==> src/rtl/mult_booth_seq.sv <==
// Sequencer for the radix-4 Booth step: seeds the 65-bit product word, iterates it STEPS times
// through the external step register, then extracts the 32-bit result and an overflow flag.
module mult_booth_seq #(
  parameter int WIDTH = 32,
  parameter int STEPS = 16,
  parameter int CNT_W = 5
) (
  input  logic               clock,
  input  logic               reset,
  input  logic               ctrl_MULT,
  input  logic [WIDTH-1:0]   data_operandA,
  input  logic [WIDTH-1:0]   data_operandB,
  input  logic [2*WIDTH:0]   step_product,
  output logic [2*WIDTH:0]   step_prev_product,
  output logic [WIDTH-1:0]   step_multiplicand,
  output logic [WIDTH-1:0]   data_result,
  output logic               data_exception,
  output logic               data_resultRDY,
  output logic               busy
);

  typedef enum logic [1:0] {IDLE, RUN, DONE} state_t;

  localparam logic [WIDTH-1:0] MIN_NEG = {1'b1, {(WIDTH-1){1'b0}}};
  localparam logic [WIDTH-1:0] ONE     = {{(WIDTH-1){1'b0}}, 1'b1};
  localparam logic [CNT_W-1:0] CNT_END = CNT_W'(STEPS);

  state_t                  state;
  logic [CNT_W-1:0]        cnt;
  logic signed [WIDTH-1:0] a_q;
  logic signed [WIDTH-1:0] b_q;

  // The step's adder is only WIDTH bits wide, so -2^31 times anything other than 0 or 1
  // can wrap without leaving a visible trace in the upper product bits.
  function automatic logic ovf_detect(input logic [2*WIDTH:0] prod,
                                      input logic [WIDTH-1:0] a,
                                      input logic [WIDTH-1:0] b);
    logic [WIDTH:0] hi;
    logic           sign_bad;
    logic           min_wrap;
    hi       = prod[2*WIDTH:WIDTH];
    sign_bad = !((hi == '0) || (hi == '1));
    min_wrap = (a == MIN_NEG) && (b != '0) && (b != ONE);
    return sign_bad || min_wrap;
  endfunction

  always_comb begin
    step_prev_product = '0;
    step_multiplicand = '0;
    if (ctrl_MULT) begin
      step_prev_product = {{WIDTH{1'b0}}, data_operandB, 1'b0};
      step_multiplicand = data_operandA;
    end else if (state == RUN) begin
      step_prev_product = step_product;
      step_multiplicand = a_q;
    end
  end

  always_ff @(posedge clock) begin
    if (reset) begin
      state          <= IDLE;
      cnt            <= '0;
      a_q            <= '0;
      b_q            <= '0;
      data_result    <= '0;
      data_exception <= 1'b0;
      data_resultRDY <= 1'b0;
      busy           <= 1'b0;
    end else begin
      data_resultRDY <= 1'b0;
      if (ctrl_MULT) begin
        // The step register latches iteration 1 on this same edge.
        a_q            <= data_operandA;
        b_q            <= data_operandB;
        cnt            <= CNT_W'(1);
        state          <= RUN;
        busy           <= 1'b1;
        data_exception <= 1'b0;
      end else begin
        case (state)
          RUN: begin
            if (cnt == CNT_END) begin
              data_result    <= step_product[WIDTH:1];
              data_exception <= ovf_detect(step_product, a_q, b_q);
              data_resultRDY <= 1'b1;
              busy           <= 1'b0;
              state          <= DONE;
            end else begin
              cnt <= cnt + 1'b1;
            end
          end
          DONE:    state <= IDLE;
          default: state <= IDLE;
        endcase
      end
    end
  end

endmodule
==> config.mk <==
export PLATFORM = sky130hd
export DESIGN_NAME = mult_booth_seq
export DESIGN_NICKNAME = d
export VERILOG_FILES = /design/src/rtl/mult_booth_seq.sv
export SDC_FILE = /design/constraint.sdc
export NUM_CORES = 1
export LEC_CHECK = 0
export CAP_MARGIN = 15
export CELL_PAD_IN_SITES_DETAIL_PLACEMENT = 2
export CELL_PAD_IN_SITES_GLOBAL_PLACEMENT = 2
export CORE_UTILIZATION = 21
export CTS_CLUSTER_SIZE = 30
export DETAILED_ROUTE_END_ITERATION = 16
export GPL_TIMING_DRIVEN = 0
export PLACE_DENSITY_LB_ADDON = 0.3
export REMOVE_ABC_BUFFERS = 1
export SYNTH_ARGS = -nofsm -noshare
export SYNTH_HDL_FRONTEND = slang
export SYNTH_SLANG_ARGS = --single-unit
==> constraint.sdc <==
create_clock -name clock -period 2 [get_ports clock]
set_input_delay 0.4 -clock clock [delete_from_list [all_inputs] [get_ports clock]]
set_output_delay 0.4 -clock clock [all_outputs]
set_load 0.01 [all_outputs]
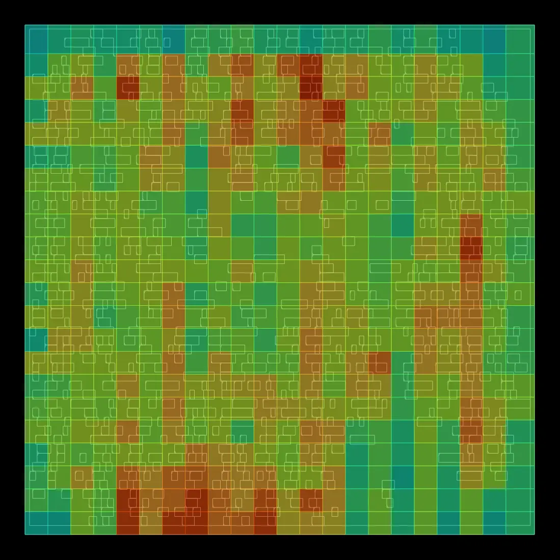
Run 1: track usage over the die
routing usage on met1: 0.1991
aggregate global-route resource usage: 0.1726
fin util: 0.3579

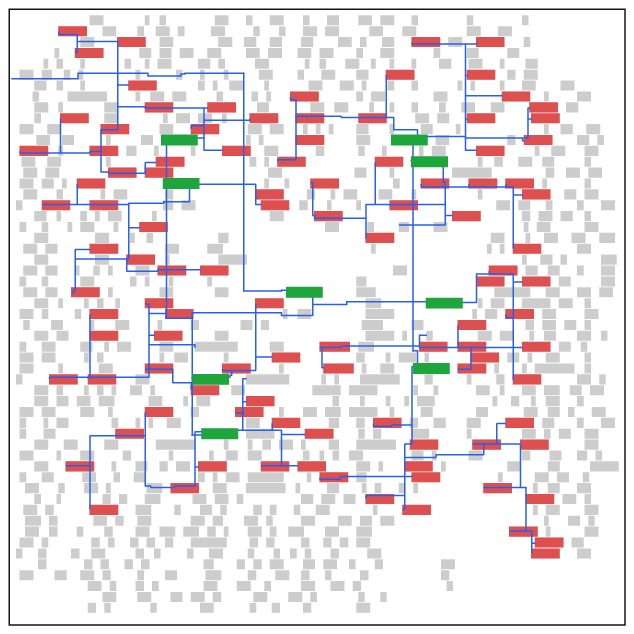
Run 1: clock wires, drivers and flops
Drawn at 4 px/µm.
Blue is clock wires, length 1520 µm. Green is clock drivers, count 9. Red is flip-flops, count 105.
There are 10 routed clock nets.
Clk network pwr share: 0.367
Clk Latency, worst-skew pair: 350 ps
power in the clock group: 1.90 mW
Setup Skew: 7.923 ps

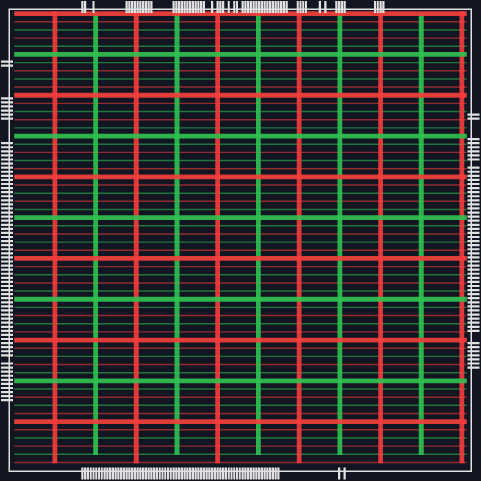
Run 1: PDN straps and rails
Drawn at 3 px/µm. Pins as bars on the die edge.
Red is VSS. Green is VDD.
The core has 55 rows. 264 signal pins sit on the boundary. 56 met1 rails follow the rows.
core region area: 22570 µm²
IR Drop Worst-Case VDD: 0.3801 mV
Die Span X: 153.5 µm
die height: 153.5 µm

==> impl_metrics.json, run 1 <==
{
  "slew_violations": 0,
  "synthesized_area_fraction_occupied_by_xor_and_xnor_cells": 0.007265,
  "synth.cellmix.simpleShare": 0.2221,
  "drt-wirelength-per-cell_um": 19.19,
  "grt_first_pass_wirelength_mm": 31.84,
  "non_filler_cells_final": 1094,
  "violations_in_the_final_reports": "setup timing",
  "starting_drt_drc_count": 94,
  "leakage_nw": 3.355,
  "worst_slew_pin_slew_ps": 503.2,
  "core.rowCount": 55,
  "finalSetupViolCount": 11,
  "count_of_h_tree_levels_built_during_cts": 3,
  "via_count": 5126,
  "antenna_found_initial": 0,
  "design.portCount": 264,
  "clk_transition_reported_paths_ps": 70,
  "result_of_the_run": "complete, but fails checks",
  "place.gp.congestion": 0.7474,
  "fp_util": 0.2136,
  "grt_util_met3": 0.03861,
  "critPathLaunchType": "register",
  "num-nets-final": 938,
  "ctsHoldBuffers": 0,
  "grt.met2_usage": 0.3186,
  "largestPowerGroup": "sequential cells",
  "fa_ha_area_frac": 0.005189,
  "synth-warning-count": 0,
  "timing.hold.worst_endpoint": "data_result[5]$_SDFFE_PP0P_",
  "worst_slew_margin_rel": 0.6645,
  "setup_slack_ps": -51.76,
  "grt_start_max_net_pins": 70,
  "min_path_cells": 2
}
## run 1: metrics by stage
step | power (mW) | hold WS [ps] | setup slack, ps
3_3_place_gp | 3.344 | 442.5 | -12220
5_1_grt | 5.432 | 481.1 | -112.1
3_5_place_dp | 3.338 | 451.4 | -639.4
2_1_floorplan | 2.604 | 451.1 | -1892
4_1_cts | 5.257 | 461.1 | -123.6
6_report | 5.172 | 457.9 | -51.76
## run 1: kinds of logic after synthesis
group | count (synthesis)
AND/OR/NAND/NOR | 227
AND-OR/OR-AND | 101
buffers and inverters | 45
multiplexers | 64
XOR/XNOR | 4
adder cells (fa/ha/maj) | 2
flip-flops | 105
## run 1: routing by layer
layer,vias to the layer above,share of wire
li1,2466,-
met1,2492,0.43
met2,150,0.51
met3,18,0.047
met4,0,0.013
met5,-,0
## run 1: worst min-delay path, cell delays in order, from the launching register on
cell	delay [ps]
dfxtp_1	310
nand2_1	50
a21oi_1	50
## run 1: layout by cell type, fill, tap and decap left out, drive strengths merged, types with 2 or more instances in the layout
cell,synthesis,routed
clkdlybuf4s50,0,164
inv,2,2
a22o,64,64
nand3,2,2
nand2,67,67
clkinvlp,0,2
or4,3,3
clkdlybuf4s15,0,2
dfxtp,105,105
or2,2,2
and2,33,33
buf,24,116
xor2,3,3
nor4,22,22
ha,2,2
mux2i,64,64
bufinv,0,2
nand4,13,13
a21oi,35,35
nor2,78,79
clkbuf,19,16
## run 1: timing repair
item,CTS,global route
cloned,5,3
buffers inserted,9,4
setup endpoints to repair,131,128
gates resized,363,61
pin swaps,3,5
## run 1: cell type report
cell class                      instances  area share
Multi-Input combinational cell        399      0.3186
Clock inverter                          5    0.009913
Clock buffer                           11     0.02881
Tap cell                              285     0.04414
Sequential cell                       105      0.2605
Inverter                                2   0.0009294
Timing Repair Buffer                  287      0.3371
--- run 2 (diff from run 1) ---
GPL_TIMING_DRIVEN = not set   (was 0)
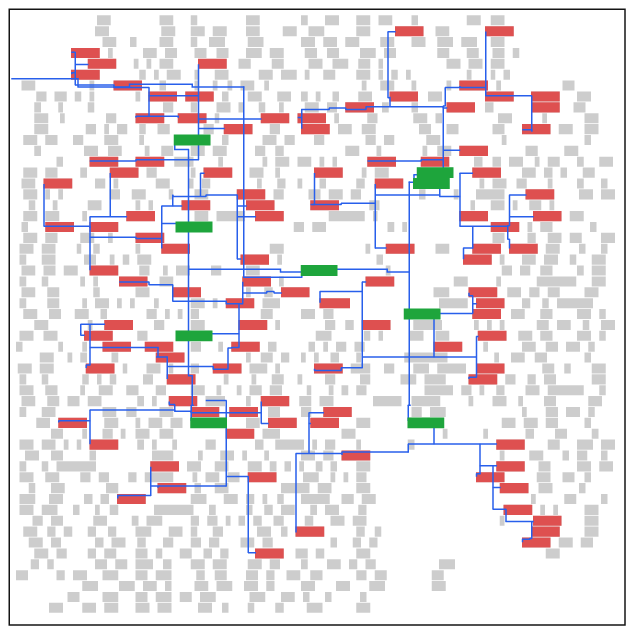
Run 2: clock wires, drivers and flops
Drawn at 4 px/µm.
Green is clock drivers, count 9. Blue is clock wires, length 1460 µm. Red is flip-flops, count 105.
Position of the flops: widely spread.
Setup Skew: 8.167 ps
Clk network pwr share: 0.345

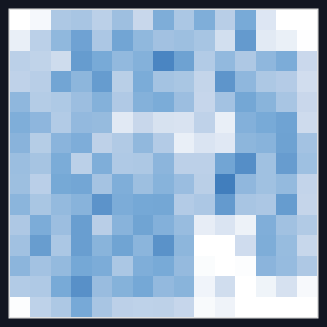
Run 2: cell density map
Drawn at 2 px/µm. 15 x 15 tiles, from white (low) to dark blue (high), 0 to 100% covered.
6.2% of the tiles are nearly empty. The emptiest ninth of the die: south-east. The mean over all tiles is 35%.
floorplan utilization: 0.2136
fin util: 0.3809

==> impl_metrics.json, run 2 <==
{
  "netlist_top_cells_area": "dfxtp_1 44%, mux2i_1 13%, a22o_1 12%",
  "fp.dieH_um": 153.5,
  "core.rowCount": 55,
  "result_of_the_run": "complete, but fails checks",
  "starting_drt_drc_count": 128,
  "count_of_h_tree_levels_built_during_cts": 3,
  "grt_first_pass_wirelength_mm": 34.49,
  "via_count": 5403,
  "most_common_library_cell_in_the_layout_ignoring_fill_and_taps": "clkdlybuf4s50_1",
  "num-nets-final": 997,
  "synth-warning-count": 0,
  "grt.met2_usage": 0.3500,
  "met2_length_mm": 11.68,
  "met3_length_mm": 1.036,
  "holdWs_ps": 459.7,
  "dpl_worst_slack_ps": -244.5,
  "routed_length_on_met1_mm": 9.190,
  "non_filler_cells_final": 1152,
  "clk_transition_reported_paths_ps": 60,
  "antenna_found_initial": 0,
  "groute.layer.met1.usage": 0.2151,
  "worst_slew_pin_slew_ps": 508.2,
  "clkLatencyLatePin_ps": 340,
  "grt_start_max_net_pins": 47,
  "worst_slew_margin_rel": 0.6581,
  "critPathLaunchType": "register",
  "drtAntennaViolNets": 0,
  "design.portCount": 264,
  "vdd_ir_drop_max_mv": 0.3361,
  "slew_violations": 0,
  "setup_slack_ps": -21.96,
  "coreArea_um2": 22570,
  "finalSetupViolCount": 8,
  "leakage_nw": 3.649,
  "grt_util_met3": 0.03298,
  "dr.max_layer_used": "met4",
  "place.gp.congestion": 0.7328,
  "violations_in_the_final_reports": "setup timing",
  "largestPowerGroup": "sequential cells"
}
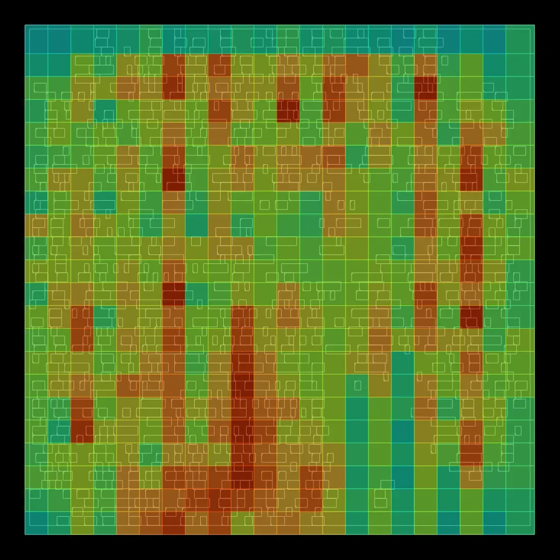
Run 2: track usage over the die
most utilized layer in the global route result: met2
aggregate global-route resource usage: 0.1877
routed length per placed instance: 19.39 µm

-- run 2: netlist changes by cell type in the layout (fill, tap and decap cells not counted), moves of 3 or more --
| cell | previous run | this run |
|---|---|---|
| and2_1 | 26 | 14 |
| and2_4 | 7 | 19 |
| buf_12 | 9 | 12 |
| buf_16 | 7 | 3 |
| buf_2 | 81 | 68 |
| buf_4 | 6 | 64 |
| buf_6 | 12 | 22 |
| clkdlybuf4s15_2 | 2 | 9 |
-- run 2: worst min-delay path by stage --
| stage | slack (ps) | to |
|---|---|---|
| 6_report | 460 | data_result[8]$_SDFFE_PP0P_ |
| 3_3_place_gp | 440 | data_result[5]$_SDFFE_PP0P_ |
| 4_1_cts | 460 | data_result[8]$_SDFFE_PP0P_ |
| 5_1_grt | 470 | data_result[8]$_SDFFE_PP0P_ |
| 3_5_place_dp | 450 | data_result[8]$_SDFFE_PP0P_ |
| 2_1_floorplan | 450 | b_q[22]$_SDFFE_PP0P_ |
-- run 2: repair_timing --
action / 4_1_cts / 5_1_grt
setup buffers: 11 / 1
setup endpoints to repair: 97 / 93
gates cloned: 8 / 3
resized: 394 / 44
pin swaps: 7 / 11
hold buffers: 0 / 0
endpoints found under the hold margin: 0 / 0
-- run 2: kinds of logic after synthesis --
| logic type | after synthesis | synth area share |
|---|---|---|
| compound gates | 101 | 0.1552 |
| flops | 105 | 0.4359 |
| buf+inv | 45 | 0.04152 |
| simple gates | 227 | 0.2221 |
| xor+xnor | 4 | 0.007267 |
| fa+ha+maj | 2 | 0.005189 |
| mux | 64 | 0.1328 |
-- run 2: layout make-up --
cell class              count  area (µm²)
repair buffers            347        3239
inverters                   2       7.507
well taps                 285       356.6
fillers                  2491       13970
flip-flops and latches    105        2103
clock buffers              12       256.5
clock inverters             3       40.04
multi-input cells         398        2594
--- run 3 (diff from run 2) ---
TNS_END_PERCENT = 20   (was not set)
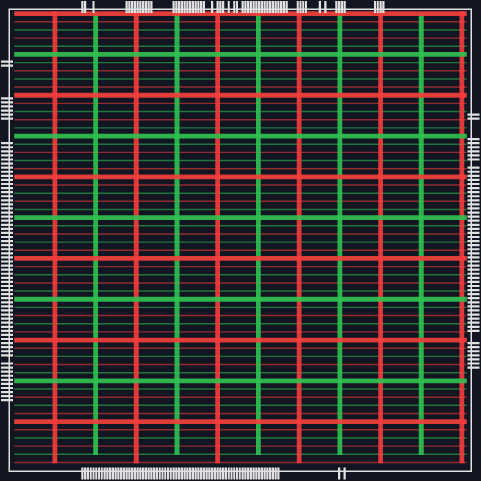
Run 3: PDN straps and rails
Drawn at 3 px/µm. Pins as bars on the die edge.
Green is VDD. Red is VSS.
11 straps on met4. 264 signal pins sit on the boundary. 11 straps on met5. 56 met1 rails follow the rows.
IR Drop Worst-Case VDD: 0.3371 mV

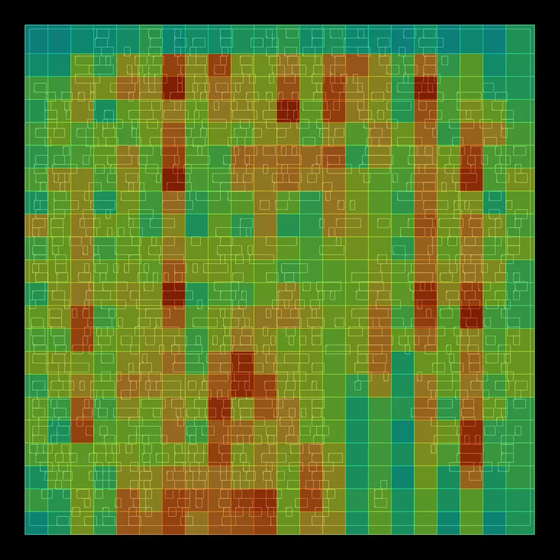
Run 3: track usage over the die
routed length per placed instance: 18.39 µm
fin util: 0.3694
GR met3 Demand/Resource: 0.03410
aggregate global-route resource usage: 0.1767

==> impl_metrics.json, run 3 <==
{
  "result_of_the_run": "complete, but fails checks",
  "violations_in_the_final_reports": "setup timing",
  "coreArea_um2": 22570,
  "clock_tree_area_fraction": 0.03556,
  "leakage_nw": 3.570,
  "critPathLaunchType": "register",
  "clk_transition_reported_paths_ps": 60,
  "design.portCount": 264,
  "core.rowCount": 55,
  "die-width_um": 153.5,
  "final_cell_mix": "164 x clkdlybuf4s50_1, 104 x dfxtp_1, 82 x buf_2",
  "clkPwrFrac": 0.349,
  "fp.dieH_um": 153.5,
  "area_share_nonclk_buffers": 0.3615,
  "dpl_worst_slack_ps": -244.5,
  "slew_violations": 0,
  "synth.cellmix.simpleShare": 0.2221,
  "filler_cell_count": 2523,
  "layout.non_clock_inverters": 2,
  "comb_share": 0.3070,
  "synthesized_area_fraction_occupied_by_xor_and_xnor_cells": 0.007265,
  "logic_gates": 398,
  "min_path_cells": 2,
  "largestClassByArea": "buffers",
  "place.gp.congestion": 0.7328,
  "finalSetupViolCount": 3,
  "fa_ha_area_frac": 0.005189,
  "num-nets-final": 992,
  "setup_slack_ps": -7.500,
  "ys_top_logic_family": "simple AND/OR/NAND/NOR gates",
  "drtAntennaViolNets": 0,
  "ctsHoldBuffers": 0,
  "signal_buffers": 342,
  "comb_area_um2": 2560,
  "grt_start_max_net_pins": 47,
  "synth_compound_gate_area_share": 0.1552
}
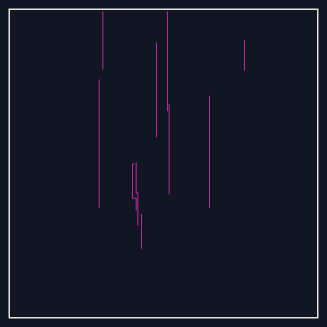
Run 3: metal 4
Drawn at 2 px/µm.
9 nets have wire on it. The layer carries 380 µm of wire. The longest straight run is 63.9 µm. The wires run mostly vertical.
routed wire length: 21.09 mm
overall via count from detail_route: 5286

run 3: what timing repair did:
action / in CTS / in global routing
endpoints found under the setup margin: 97 / 74
gates cloned: 4 / 1
setup buffers: 6 / 4
gates resized: 373 / 41
pin swaps: 2 / 9
run 3: power groups by stage:
stage	Sequential [mW]	Clock, mW	Combinational [mW]
4_1_cts	2.23	1.87	1.12
6_report	2.23	1.79	1.11
3_3_place_gp	2.27	0	1.11
2_1_floorplan	2.26	0	0.347
5_1_grt	2.24	1.96	1.20
3_5_place_dp	2.28	0	1.15
run 3: worst max-delay path by stage:
stage,startpoint,end,slack (ps),cells past startpoint
finish,state[1]$_SDFFE_PP0P_,step_prev_product[18],-7,7
global route,state[1]$_SDFFE_PP0P_,step_multiplicand[24],-90,7
CTS,state[1]$_SDFFE_PP0P_,step_prev_product[25],-140,7
detailed placement,step_product[36],data_exception$_SDFFE_PP0P_,-240,6
global placement,step_product[36],data_exception$_SDFFE_PP0P_,-190,6
floorplan,state[1]$_SDFFE_PP0P_,step_prev_product[32],-1890,3
run 3: through the flow:
| stage | hold slack [ps] | power, mW | cells | TNS [ps] | cell area [µm²] |
|---|---|---|---|---|---|
| after global routing | 474.3 | 5.398 | 1147 | -2425 | 8338 |
| after global placement | 442.9 | 3.381 | 1119 | -2771 | 8200 |
| after detailed placement | 452.7 | 3.426 | 1119 | -5524 | 8200 |
| after CTS | 461.8 | 5.220 | 1144 | -3916 | 8358 |
| final | 459.7 | 5.133 | 1147 | -17.17 | 8338 |
| after floorplan | 451.1 | 2.604 | 505 | -181530 | 4629 |
run 3: metal layers:
metal / global-route usage / vias up / routed length (µm)
met5: 0 / - / 0
met4: 0.05429 / 0 / 379
met3: 0.03410 / 25 / 1068
met2: 0.3255 / 164 / 10860
met1: 0.2046 / 2539 / 8783
li1: - / 2558 / -
Power and IR drop assume default switching activity.
